--- src/rtl/sync_fifo_ctrl.sv ---
// Single-clock FIFO with storage, occupancy count, threshold flags and sticky error flags.
// Define SYNC_FIFO_FWFT_EN for a first-word-fall-through read path; default is a registered read.
module sync_fifo_ctrl #(
    parameter int unsigned WIDTH    = 16,
    parameter int unsigned DEPTH    = 8,
    parameter int unsigned AF_LEVEL = DEPTH - 2,
    parameter int unsigned AE_LEVEL = 2
) (
    input  logic                       clk,
    input  logic                       rest,
    input  logic                       wr_en,
    input  logic [WIDTH-1:0]           wr_data,
    input  logic                       rd_en,
    output logic [WIDTH-1:0]           rd_data,
    output logic                       rd_valid,
    output logic                       full,
    output logic                       empty,
    output logic                       almost_full,
    output logic                       almost_empty,
    output logic [$clog2(DEPTH+1)-1:0] count,
    output logic                       overflow,
    output logic                       underflow
);

    localparam int unsigned AW = $clog2(DEPTH);
    localparam int unsigned CW = $clog2(DEPTH + 1);

    logic [WIDTH-1:0] mem [DEPTH];
    logic [AW-1:0]    wr_ptr;
    logic [AW-1:0]    rd_ptr;
    logic [CW-1:0]    count_nxt;
    logic             rd_acc;
    logic             wr_acc;

    // Explicit wrap so non-power-of-two depths never index past the array.
    function automatic logic [AW-1:0] ptr_inc(input logic [AW-1:0] p);
        return (p == AW'(DEPTH - 1)) ? '0 : p + AW'(1);
    endfunction

    // A read frees a slot in the same cycle, so a full FIFO still accepts a paired write.
    always_comb begin
        rd_acc = ~rest & rd_en & ~empty;
        wr_acc = ~rest & wr_en & (~full | rd_acc);
    end

    always_comb begin
        count_nxt = count;
        case ({wr_acc, rd_acc})
            2'b10:   count_nxt = count + CW'(1);
            2'b01:   count_nxt = count - CW'(1);
            default: count_nxt = count;
        endcase
    end

    always_ff @(posedge clk) begin
        if (wr_acc) begin
            mem[wr_ptr] <= wr_data;
        end
    end

    always_ff @(posedge clk) begin
        if (rest) begin
            wr_ptr <= '0;
            rd_ptr <= '0;
        end else begin
            if (wr_acc) begin
                wr_ptr <= ptr_inc(wr_ptr);
            end
            if (rd_acc) begin
                rd_ptr <= ptr_inc(rd_ptr);
            end
        end
    end

    // Occupancy and every status flag follow from the next count alone.
    always_ff @(posedge clk) begin
        if (rest) begin
            count        <= '0;
            full         <= 1'b0;
            empty        <= 1'b1;
            almost_full  <= (AF_LEVEL == 0);
            almost_empty <= 1'b1;
        end else begin
            count        <= count_nxt;
            full         <= (count_nxt == CW'(DEPTH));
            empty        <= (count_nxt == '0);
            almost_full  <= (32'(count_nxt) >= AF_LEVEL);
            almost_empty <= (32'(count_nxt) <= AE_LEVEL);
        end
    end

    always_ff @(posedge clk) begin
        if (rest) begin
            overflow  <= 1'b0;
            underflow <= 1'b0;
        end else begin
            if (wr_en & ~wr_acc) begin
                overflow <= 1'b1;
            end
            if (rd_en & empty) begin
                underflow <= 1'b1;
            end
        end
    end

`ifdef SYNC_FIFO_FWFT_EN
    // Head word is presented as soon as it lands; zero while nothing is stored.
    always_comb begin
        rd_data  = empty ? '0 : mem[rd_ptr];
        rd_valid = ~empty;
    end
`else
    always_ff @(posedge clk) begin
        if (rest) begin
            rd_data  <= '0;
            rd_valid <= 1'b0;
        end else begin
            rd_valid <= rd_acc;
            if (rd_acc) begin
                rd_data <= mem[rd_ptr];
            end
        end
    end
`endif

endmodule

--- config.mk ---
export PLATFORM = sky130hd
export DESIGN_NAME = sync_fifo_ctrl
export DESIGN_NICKNAME = d
export VERILOG_FILES = /design/src/rtl/sync_fifo_ctrl.sv
export SDC_FILE = /design/constraint.sdc
export NUM_CORES = 1
export LEC_CHECK = 0
export ABC_AREA = 1
export CORE_MARGIN = 8
export CORE_UTILIZATION = 33
export DETAILED_ROUTE_END_ITERATION = 10
export MAX_ROUTING_LAYER = met4
export PLACE_DENSITY = 0.51
export SYNTH_ARGS = -nofsm -noshare
export SYNTH_HDL_FRONTEND = slang
export SYNTH_SLANG_ARGS = --single-unit
--- constraint.sdc ---
create_clock -name clk -period 3.2 [get_ports clk]
set_input_delay 0.96 -clock clk [delete_from_list [all_inputs] [get_ports clk]]
set_output_delay 0.96 -clock clk [all_outputs]
set_load 0.02 [all_outputs]
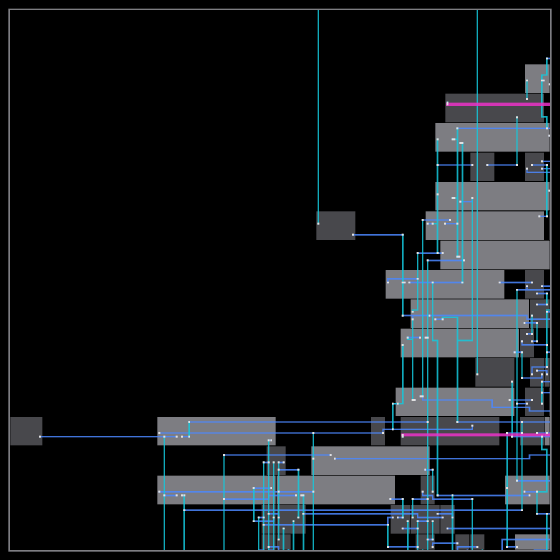
Fig. 1. Layout detail.
Region (14, 91) to (64, 141) um. Cells in grey, sequential cells in the stronger grey; small squares are vias.
colour	layer
magenta	M3
cyan	M2
blue	M1
sequential cells in the window	12
cells with their middle in the window	38
most frequent	edfxtp_1 (12), nor2_1 (8), o21ai_0 (6)
netlist names of flops here include	mem (12)

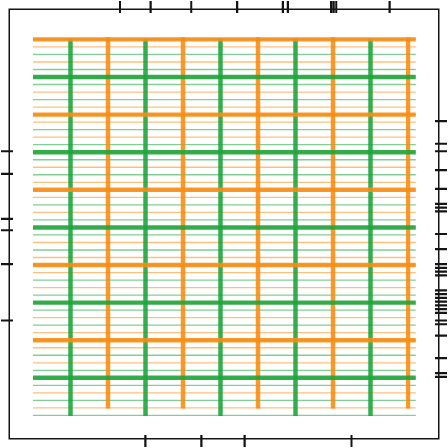
Fig. 2. Floorplan with the power grid.
Pins as bars on the die edge.
colour	net
orange	VDD
green	VSS
signal pins	47
met5 straps	10
rows	50
placeable core region: 18830 um^2
highest ir drop seen on vdd: 0.2989 mV
height of the die: 154.8 um
Die X: 154.8 um

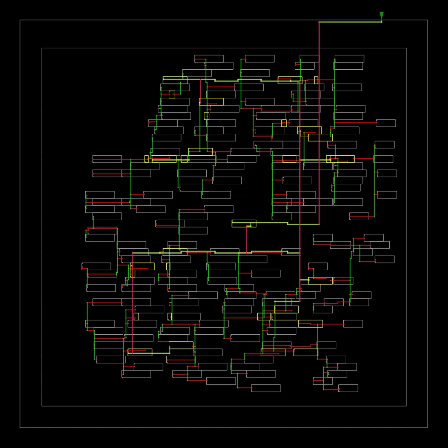
Fig. 3. The clock network.
number of buffers created by CTS: 17
clock network power: 1.88 mW

==> flow_results.org <==
#+TITLE: Synthesis and PnR summary

** Placed design
- RePlAce ended its routability-driven mode at a weighted congestion of 0.7926.
- The count of buffers added on input and output ports is 46.
- Cell Count Post-Placement :: around 840
- Setup slack on the worst path after placement came out at -46.36 ps.
- The placement stage leaves a total instance area of 7258 um^2.
- Detailed placement finished with a half-perimeter wire length of 9.063 mm.

** Setup path
- STA classifies the critical path endpoint as a flop.
- On the worst path, the slowest cell contributes a delay of 480 ps.
- According to the timing report, the data required time at the worst endpoint equals 3510 ps.
- The signal on the critical path passes through clkdlybuf4s50_1, inv_1, nor2_2, inv_1, nor2_1, ha_1, nand2_1, inv_1, nor2_1, ha_1, inv_1, o21ai_0, inv_1, nor2_1, nand2_1, nand2_1, a21oi_1.
- Looking at the reg2reg group, the worst path starts from empty$_SDFF_PP1_.
- In this design, the largest share of critical-path delay is due to buffers and inverters.
- The critical path in this run is classified as in2reg.
- Critical path buffer and inverter count :: 6
- The critical path starts at rd_en.
- The slowest stage of the critical path belongs to the cell sky130_fd_sc_hd__clkdlybuf4s50_1.
- For the worst setup path, the data arrival time is roughly 3100 ps.
- The setup check on the worst reg-to-reg path leaves a slack of about 1100 ps.
- The worst setup path is launched from a primary input.
- Maximum fanout encountered on the critical timing path :: 4
- Per STA, the library cell used most along the worst path is sky130_fd_sc_hd__inv_1.
- The critical path ends at almost_empty$_SDFF_PP1_.
- In this run the number of cells on the critical path is 17.
- The worst register-to-register path has a depth of 15.

** Synth
- Number of storage elements in the synthesis netlist :: 161
- In this run, the synthesized area fraction spent on xor and xnor cells is recorded as less than 1%.
- Yosys Warn Count :: 0
- The synthesis stats list as the most numerous cell sky130_fd_sc_hd__edfxtp_1.
- Multiplexer fraction of the synthesized cell area :: 0%
- Commonest cells in the netlist :: 128 x sky130_fd_sc_hd__edfxtp_1, 118 x sky130_fd_sc_hd__nor2_1, 78 x sky130_fd_sc_hd__o21ai_0
- The net count after synthesis is 564.
- Cell count after synthesis :: roughly 540
- Average size of a mapped cell :: 11.84 um^2
- Sequential area share after synthesis :: between 70% and 80%
- Among the non-sequential cells, AND-OR/OR-AND gates take the most area.
- Post-Syn Area :: roughly 6400 um^2
- Share of synthesized cell area in and-or and or-and compound cells :: 12.85%
- The synthesized design contains 128 enable-type register cells.
- Async set or reset register ratio after synthesis :: 0%
- Yosys reports a chip area of 6357 um^2.
- Adder Share, Synth :: 1.378%
- Unique cell types :: 25
- Area share of and/or/nand/nor cells after synthesis :: 10.12%
- For this design, Yosys synthesis ends with a cell count of 537.
- Of the post-synthesis cell area, the dominant cell type holds 60.46%.
- Main flop type after synthesis :: sky130_fd_sc_hd__edfxtp_1
- Cell taking the most area after synthesis :: sky130_fd_sc_hd__edfxtp_1

** Die
- The floorplan has 50 rows.
- The initial utilization of the core area, before any placement, comes to 33.76%.
- Tapcell Cnt :: 260
- The floorplan step defined a die boundary enclosing 23960 um^2.
- Count of boundary I/O pins :: 47

** Pwr
- In the power breakdown, the biggest contributor is registers.
- The analysis attributes to cell leakage a power of between 2 and 3 nW.
- Proportion of power drawn by flip-flops and latches :: 46.5%
- Cell-internal power :: 3.850 mW
- PD cells :: between 600 and 700 nW/um^2
- The power report shows net switching accounting for a little over a quarter of the total.
- The share of total power dissipated in combinational logic is 17.7%.
- Total chip power :: 5.252 mW
- Power dissipated in combinational cells :: 0.928 mW
- Power share of the clock group :: 35.8%
- Net switching power :: 1.402 mW

** Finish
- The largest register by flop count is mem.
- Top library cells by usage in the layout, fill and taps aside :: 128 x sky130_fd_sc_hd__edfxtp_1, 118 x sky130_fd_sc_hd__nor2_1, 78 x sky130_fd_sc_hd__o21ai_0
- Layout net count :: 628
- Clock buffers and inverters, area share :: under 10%
- Fill cells in the final layout number 1781.
- Buffering overhead :: 9.801%
- Clock buffers :: 28
- Flip-flop count of the largest register after layout :: 128
- Largest registers in the final layout :: mem: 128 flops, rd_data: 16 flops, count: 4 flops
- Across the whole layout, multi-input logic makes up 20.04% of the cell area.
- Counting the inverters off the clock network in the layout gives 25.
- Post-route cell area :: between 7000 and 8000 um^2
- 321 cells are multi-input combinational gates.
- There are 161 flip-flops and latches.
- Per the layout area report, the combinational gate area comes to 1565 um^2.
- Ranked by total area, the top cell class in this layout is flip-flops and latches.
- Non-clock buffers in the final layout number 75.
- 0 antenna diodes ended up in the layout.

** Route
- After detailed routing, the wire length on met1 is about 6.5 mm.
- Average via count per standard cell :: roughly 4.8
- Routed signal wires occupy layers up through met4.
- Total wire length :: 14.73 mm
- Amount of wire on met2 after detailed routing :: 7.013 mm
- The DRC violation total left in the routed layout is recorded as 0.
- Iteration-0 DRC Markers :: 227
- Wirelength per Cell :: between 15 and 20 um
- Met3 routed WL :: approximately 920 um
- Number of nets still failing antenna checks after routing :: 0
- The routed layout has 4166 vias.
- Pre-Repair DR Iteration Count :: 5

** Global route
- The initial antenna violation count was 0.
- Entering global routing, the biggest net connects 44 pins.
- Most congested layer reported by global routing :: met2
- The first global-routing pass estimated ~23 mm of wire.
- Global routing consumed, on the met1 layer, 15.59% of the routing resources.
- The via count of the first global-routing pass came to 4121.
- For this run the aggregate overflow at the end of global routing stands at 0.
- The global routing report lists combined usage of all routing layers as 13.14%.
- Routing usage on met2 :: 20.85%
- Global routing used under 10% of the available met3 tracks.

** Timing
- In the post-route analysis, the smallest setup slack over all paths is 376.2 ps.
- Checking max transition, the worst relative margin is approximately 43%.
- The final critical path takes up 88.24% of the cycle.
- Final count of hold timing violations :: 0
- Max-slew check failures listed in the final report amount to 0.
- Accumulated negative setup slack :: 0 ps
- Tmin final :: ~2800 ps
- Worst clock skew :: 9.044 ps
- Setup repair after global routing missed its margin :: no
- Hold is met by about 470 ps.
- The transition time recorded at the tightest slew-check pin is between 800 and 900 ps.

** Worst hold path
- The startpoint identified for the worst hold timing path is underflow$_SDFFE_PP0P_.
- Hold Crit Class :: reg2reg
- For hold timing, the worst endpoint is underflow$_SDFFE_PP0P_.
- WHS Path Cells :: 2

** CTS
- TritonCTS Sinks :: ~160
- The clock passes through at most 2 buffers.
- Later-pin clock latency in the skew report :: 420 ps
- On the reported timing paths, the clock transition at the registers reads 60 ps.
- Postcts setup bufs :: 0
- For this design, the CTS-stage hold fixing added 0 buffers.
- After clock tree synthesis, the repair step resized 0 gates.
- The root buffer cell chosen for the clock tree is sky130_fd_sc_hd__clkbuf_16.
- The H-tree generated during clock tree synthesis spans 4 levels.
- TritonCTS built the clock tree.

** Job
- Max cap viols :: 0
- The stage logs contain a warning count of 27.

** Run status
- Outcome :: finished, final reports clean
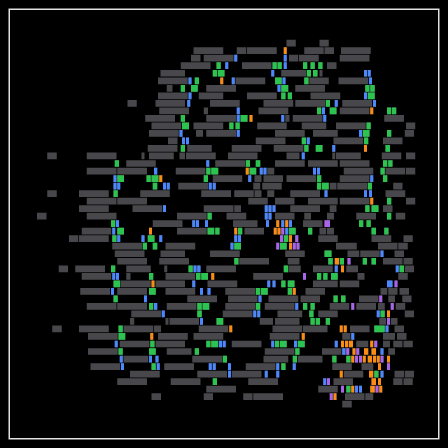
Fig. 4. Selected gate families.
colour	family	cells	most used
green	aoi and oai cells	144	o21ai_0
orange	nand cells	49	nand2_1
purple	inv cells	25	inv_1
blue	nor cells	119	nor2_1
dominant logic cell type in the layout: sky130_fd_sc_hd__edfxtp_1
non-filler instance count after layout: 874

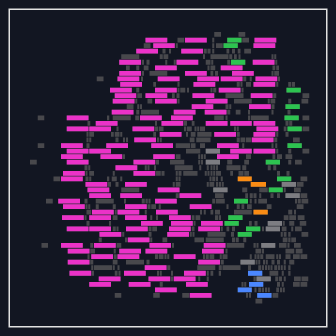
Fig. 5. Sequential cells grouped by signal name.
Other sequential cells in the stronger grey, the rest of the logic in the fainter grey.
colour	signal	placed flops
blue	count	4
magenta	mem	128
orange	rd_ptr	3
green	rd_data	16
not coloured	10
sequential standard cell area: 4506 um^2
Post-Route Utilization: 41.49%
power consumed by sequential cells: 2.44 mW
sequential fraction of total cell area: 57.67%

Power figures rest on the tool's default switching activity, not on a simulated workload.
